<file path="config.mk">
export PLATFORM = sky130hd
export DESIGN_NAME = alsu_driver
export DESIGN_NICKNAME = d
export VERILOG_FILES = /design/src/rtl/alsu_driver.sv
export SDC_FILE = /design/constraint.sdc
export NUM_CORES = 1
export LEC_CHECK = 0
export ABC_AREA = 0
export CAP_MARGIN = 20
export CORE_MARGIN = 2
export CORE_UTILIZATION = 54
export CTS_CLUSTER_SIZE = 14
export DETAILED_ROUTE_END_ITERATION = 6
export PLACE_DENSITY = 0.8
export SYNTH_ARGS = -nofsm -noshare
export SYNTH_HDL_FRONTEND = slang
export SYNTH_SLANG_ARGS = --single-unit
</file>
<file path="constraint.sdc">
create_clock -name clk -period 3.3 [get_ports clk]
set_clock_uncertainty 0.15 [all_clocks]
set_input_delay 0.33 -clock clk [delete_from_list [all_inputs] [get_ports clk]]
set_output_delay 0.33 -clock clk [all_outputs]
set_load 0.05 [all_outputs]
</file>
<file path="src/rtl/alsu_driver.sv">
`default_nettype none
// ============================================================================
// Module   : alsu_driver
// Purpose  : Queues ALSU commands in a small FIFO and sequences each one onto
//            a pipelined ALSU: optional operand preload for shift/rotate,
//            multi-cycle issue, fixed-latency wait, then result handshake.
// Revision : 1.0 - initial release
// ============================================================================
module alsu_driver #(
  parameter int FIFO_DEPTH   = 4,
  parameter int ALSU_LATENCY = 2
) (
  input  logic                          clk,
  input  logic                          rst,
  input  logic                          cmd_valid,
  output logic                          cmd_ready,
  input  logic [2:0]                    cmd_opcode,
  input  logic [2:0]                    cmd_a,
  input  logic [2:0]                    cmd_b,
  input  logic [6:0]                    cmd_flags,
  input  logic [2:0]                    cmd_count,
  output logic [2:0]                    alsu_A,
  output logic [2:0]                    alsu_B,
  output logic [2:0]                    alsu_opcode,
  output logic [6:0]                    alsu_flags,
  input  logic [5:0]                    alsu_out,
  input  logic [15:0]                   alsu_leds,
  output logic                          res_valid,
  input  logic                          res_ready,
  output logic [5:0]                    res_out,
  output logic [15:0]                   res_leds,
  output logic                          res_err,
  output logic [$clog2(FIFO_DEPTH):0]   fifo_count,
  output logic                          busy
);

  localparam int AW = $clog2(FIFO_DEPTH);
  localparam logic [AW:0] c_full_count = (AW+1)'(FIFO_DEPTH);
  localparam logic [7:0]  c_wait_init  = 8'(ALSU_LATENCY - 1);
  // Preload drive: opcode 0 with bypass_A so the ALSU output register takes A.
  localparam logic [6:0]  c_load_flags = 7'b0100000;

  typedef enum logic [2:0] {
    IDLE  = 3'd0,
    LOAD  = 3'd1,
    ISSUE = 3'd2,
    WAIT  = 3'd3,
    RESP  = 3'd4
  } state_t;

  // FIFO entry packing: {opcode, a, b, flags, count}
  logic [18:0]   r_mem [FIFO_DEPTH];
  logic [AW-1:0] r_wr_ptr;
  logic [AW-1:0] r_rd_ptr;
  logic [AW:0]   r_count;

  state_t        r_state;
  state_t        w_state_nxt;
  logic [7:0]    r_cnt;
  logic [7:0]    w_cnt_nxt;

  // Command in flight, latched at pop
  logic [2:0]    r_op;
  logic [2:0]    r_a;
  logic [2:0]    r_b;
  logic [6:0]    r_flags;
  logic [2:0]    r_steps;

  logic [2:0]    r_alsu_a, r_alsu_b, r_alsu_op;
  logic [6:0]    r_alsu_flags;
  logic [2:0]    w_alsu_a_nxt, w_alsu_b_nxt, w_alsu_op_nxt;
  logic [6:0]    w_alsu_flags_nxt;

  logic          r_res_valid;
  logic [5:0]    r_res_out;
  logic [15:0]   r_res_leds;
  logic          r_res_err;

  logic          w_push;
  logic          w_pop;
  logic          w_capture;
  logic          w_release;
  logic [18:0]   w_head;
  logic [2:0]    w_head_op, w_head_a, w_head_b, w_head_count;
  logic [6:0]    w_head_flags;
  logic          w_head_shift;
  logic          w_cmd_shift;
  logic [6:0]    w_issue_flags;

  assign cmd_ready    = (r_count != c_full_count);
  assign w_push       = cmd_valid && cmd_ready;
  assign w_pop        = (r_state == IDLE) && (r_count != '0);

  assign w_head       = r_mem[r_rd_ptr];
  assign w_head_op    = w_head[18:16];
  assign w_head_a     = w_head[15:13];
  assign w_head_b     = w_head[12:10];
  assign w_head_flags = w_head[9:3];
  assign w_head_count = w_head[2:0];
  assign w_head_shift = (w_head_op == 3'd4) || (w_head_op == 3'd5);

  // Shift/rotate issue must not bypass, otherwise the ALSU never shifts.
  assign w_cmd_shift   = (r_op == 3'd4) || (r_op == 3'd5);
  assign w_issue_flags = w_cmd_shift ? {2'b00, r_flags[4:0]} : r_flags;

  // FIFO storage write (contents need no reset; occupancy gates reads)
  always_ff @(posedge clk) begin
    if (w_push) begin
      r_mem[r_wr_ptr] <= {cmd_opcode, cmd_a, cmd_b, cmd_flags, cmd_count};
    end
  end

  // FIFO pointers and occupancy; simultaneous push and pop keeps the count
  always_ff @(posedge clk) begin
    if (!rst) begin
      r_wr_ptr <= '0;
      r_rd_ptr <= '0;
      r_count  <= '0;
    end else begin
      if (w_push) r_wr_ptr <= r_wr_ptr + 1'b1;
      if (w_pop)  r_rd_ptr <= r_rd_ptr + 1'b1;
      case ({w_push, w_pop})
        2'b10:   r_count <= r_count + 1'b1;
        2'b01:   r_count <= r_count - 1'b1;
        default: r_count <= r_count;
      endcase
    end
  end

  // Latch the popped command so later pushes cannot disturb it
  always_ff @(posedge clk) begin
    if (!rst) begin
      r_op    <= '0;
      r_a     <= '0;
      r_b     <= '0;
      r_flags <= '0;
      r_steps <= '0;
    end else if (w_pop) begin
      r_op    <= w_head_op;
      r_a     <= w_head_a;
      r_b     <= w_head_b;
      r_flags <= w_head_flags;
      r_steps <= w_head_shift ? w_head_count : 3'd0;
    end
  end

  // State and cycle counter registers
  always_ff @(posedge clk) begin
    if (!rst) begin
      r_state <= IDLE;
      r_cnt   <= '0;
    end else begin
      r_state <= w_state_nxt;
      r_cnt   <= w_cnt_nxt;
    end
  end

  // Next-state, counter and next ALSU drive; idle drive unless overridden
  always_comb begin
    w_state_nxt      = r_state;
    w_cnt_nxt        = r_cnt;
    w_alsu_op_nxt    = 3'd0;
    w_alsu_a_nxt     = 3'd0;
    w_alsu_b_nxt     = 3'd0;
    w_alsu_flags_nxt = 7'd0;
    w_capture        = 1'b0;
    w_release        = 1'b0;
    case (r_state)
      IDLE: begin
        if (w_pop) begin
          w_cnt_nxt = 8'd0;
          if (w_head_shift) begin
            w_state_nxt      = LOAD;
            w_alsu_a_nxt     = w_head_a;
            w_alsu_flags_nxt = c_load_flags;
          end else begin
            w_state_nxt      = ISSUE;
            w_alsu_op_nxt    = w_head_op;
            w_alsu_a_nxt     = w_head_a;
            w_alsu_b_nxt     = w_head_b;
            w_alsu_flags_nxt = w_head_flags;
          end
        end
      end
      LOAD: begin
        w_state_nxt      = ISSUE;
        w_cnt_nxt        = {5'd0, r_steps};
        w_alsu_op_nxt    = r_op;
        w_alsu_a_nxt     = r_a;
        w_alsu_b_nxt     = r_b;
        w_alsu_flags_nxt = w_issue_flags;
      end
      ISSUE: begin
        if (r_cnt == 8'd0) begin
          w_state_nxt = WAIT;
          w_cnt_nxt   = c_wait_init;
        end else begin
          w_cnt_nxt        = r_cnt - 8'd1;
          w_alsu_op_nxt    = r_op;
          w_alsu_a_nxt     = r_a;
          w_alsu_b_nxt     = r_b;
          w_alsu_flags_nxt = w_issue_flags;
        end
      end
      WAIT: begin
        if (r_cnt == 8'd0) begin
          w_state_nxt = RESP;
          w_capture   = 1'b1;
        end else begin
          w_cnt_nxt = r_cnt - 8'd1;
        end
      end
      RESP: begin
        if (res_ready) begin
          w_state_nxt = IDLE;
          w_release   = 1'b1;
        end
      end
      default: w_state_nxt = IDLE;
    endcase
  end

  // Registered drive toward the ALSU
  always_ff @(posedge clk) begin
    if (!rst) begin
      r_alsu_op    <= '0;
      r_alsu_a     <= '0;
      r_alsu_b     <= '0;
      r_alsu_flags <= '0;
    end else begin
      r_alsu_op    <= w_alsu_op_nxt;
      r_alsu_a     <= w_alsu_a_nxt;
      r_alsu_b     <= w_alsu_b_nxt;
      r_alsu_flags <= w_alsu_flags_nxt;
    end
  end

  // Result capture at the end of WAIT, held until the consumer takes it
  always_ff @(posedge clk) begin
    if (!rst) begin
      r_res_valid <= 1'b0;
      r_res_out   <= '0;
      r_res_leds  <= '0;
      r_res_err   <= 1'b0;
    end else if (w_capture) begin
      r_res_valid <= 1'b1;
      r_res_out   <= alsu_out;
      r_res_leds  <= alsu_leds;
      r_res_err   <= (alsu_leds != 16'd0);
    end else if (w_release) begin
      r_res_valid <= 1'b0;
    end
  end

  assign alsu_opcode = r_alsu_op;
  assign alsu_A      = r_alsu_a;
  assign alsu_B      = r_alsu_b;
  assign alsu_flags  = r_alsu_flags;
  assign res_valid   = r_res_valid;
  assign res_out     = r_res_out;
  assign res_leds    = r_res_leds;
  assign res_err     = r_res_err;
  assign fifo_count  = r_count;
  assign busy        = (r_state != IDLE);

endmodule
`default_nettype wire

</file>
**Sizing map**

Scale: 4 px per um.
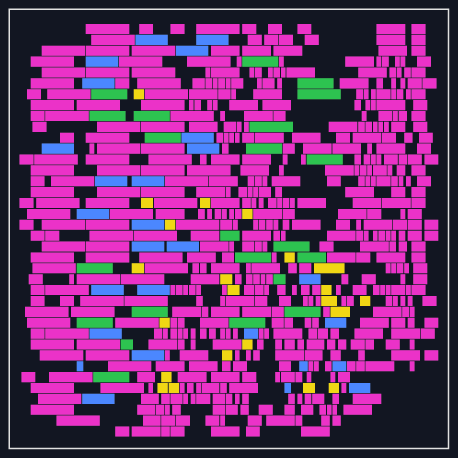
[blue] _2 cells | cells: 27 | share: 4.5%
[green] _6 and larger | cells: 22 | share: 3.7%
[yellow] _3 and _4 cells | cells: 22 | share: 3.7%
[magenta] _0 and _1 cells | cells: 529 | share: 88%
bufs w/o clock: 102
final worst slack: 0.615 ns

**Sequential cells grouped by signal name**

Scale: 3 px per um.
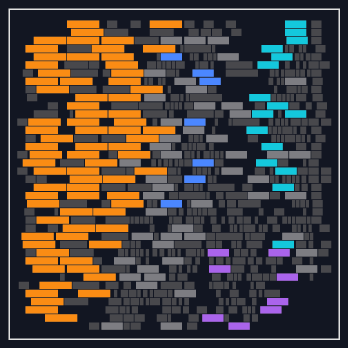
[orange] r_mem | placed flops: 76
[purple] r_cnt | placed flops: 8 | where: lower right
[cyan] res_leds | placed flops: 16
[blue] r_flags | placed flops: 7
not coloured: 48

==> run_results.csv <==
group,metric,value,unit
status,status,"finished, final reports clean",
place,io_buffers,89,
worst_setup_path,cp.depth,3,
synth,ys_top_cells_by_area,"edfxtp_1 38%, dfxtp_1 26%, mux4_2 7.1%, nand2_1 5.8%, a21oi_1 4.8%",
floorplan,fp-row-count,38,
synth,synthArstFlopShare,0,
route,first_pass_iters,5,
global_route,grt_pass1_wl,19800,um
synth,ys.flops,155,
synth,ys_sh_mux,0.0729,
synth,yosys.area_share.xor_xnor,0.0102,
power_and_ir_drop,sequentialPower,2.61,mW
synth,edf_count,76,
power_and_ir_drop,top_power_group,"sequential cells",
synth,postSynthSeqShare,0.643,
worst_setup_path,reg2reg_from,"fifo_count[0]",
worst_setup_path,worstPathMaxFanout,13,
route,ant_nets,0,
floorplan,io_pins,90,
finish,nNetsFinal,640,
synth,synth.cell_area,6010,um^2
clocking,cts_tree,"yes",
finish,lay_top_cells,"93 x nand2_1, 89 x clkdlybuf4s50_1, 79 x dfxtp_1",
synth,yosysCellCount,493,
synth,synth.distinct_cells,51,
synth,synth_nets,546,
clocking,cts_root_buf,"clkbuf_8",
worst_setup_path,cp.required,2.82,ns
final_timing,finalClockPeriodUsage,0.814,
route,drcViolationCount,0,
global_route,met2_usage,0.365,
final_timing,fmax,0.372,GHz
finish,n_fill_cell,788,
worst_hold_path,hold_path_depth,3,
run,warnings,30,
run,max_cap_viol_count,0,
final_timing,setup_viol,0,
clocking,htreeDepth,4,
synth,ys_sh_aoi,0.0954,
worst_hold_path,hold_class,"in2reg",
power_and_ir_drop,comb_power_share,0.370,
finish,area_growth,27.1,%
worst_setup_path,r2r_cells,8,
route,vias,4211,
final_timing,drv_slew,0,
route,drt_iter0_drc,343,
power_and_ir_drop,clk-power,1.81,mW
final_timing,tightest_slew,0.678,ns
clocking,cts.sinks,155,
worst_setup_path,slowest_stage,"clkdlybuf4s50_1",
power_and_ir_drop,switching_share,0.366,
worst_setup_path,endpoint,"busy",
worst_hold_path,hold_end,"res_out[4]",
final_timing,timing_hold_violations_final,0,
worst_setup_path,cp_data_arrival_time,2.20,ns
route,vias_per_cell,5.69,
finish,antenna_cells,0,
worst_setup_path,cp-start-kind,"register",
power_and_ir_drop,p_per_area,919,nW/um^2
final_timing,hold-worst-slack,0.230,ns
**Wire density map**

Scale: 3 px per um. 22 x 22 tiles, from black (low) to pale yellow (high), scaled to the fullest tile. Values are wire area over tile area, all layers added.
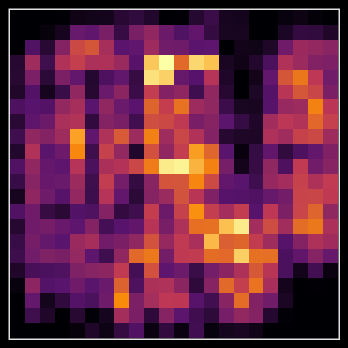
nearly empty tiles: 8.7%
mean over tiles: 0.17
tiles over half the peak: 19%
densest ninth of the die: centre
fullest tile: 0.54

**Clock routing**

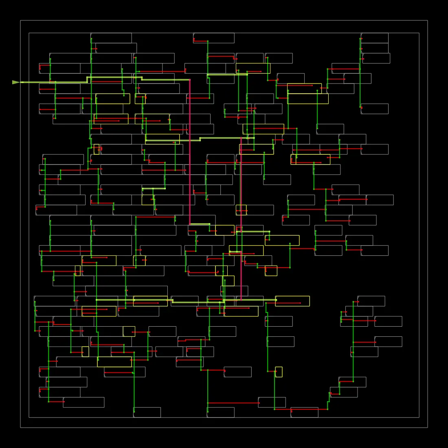
flop count: 155
CTS buffer count: 17
Clk Latency, worst-skew pair: 0.51 ns

per-layer routing:
layer / share of wire / vias to the layer above
met4: 0.0061 / 0
li1: - / 1996
met5: 0 / -
met2: 0.50 / 178
met1: 0.41 / 2031
met3: 0.082 / 6
layout make-up:
cell class,count,area (um^2),area share
Inverter,10,37.5,0.00492
Sequential cell,155,3860,0.506
Clock inverter,14,145,0.0190
Timing Repair Buffer,102,1000,0.131
Clock buffer,18,418,0.0547
Multi-Input combinational cell,301,2000,0.261
Tap cell,140,175,0.0229
tightest hold or removal path, cell delays in order:
cell             delay (ns)
clkdlybuf4s50_1        0.40
nand2_1                0.05
a21oi_1                0.05
state kept, by name, indices dropped and copies added, names as in the netlist, 6 cells and up, named ones only:
register    count
alsu_flags      7
res_leds       16
r_cnt           8
r_mem          76
res_out         6
r_flags         7
Power is estimated from default activity; no workload was simulated.
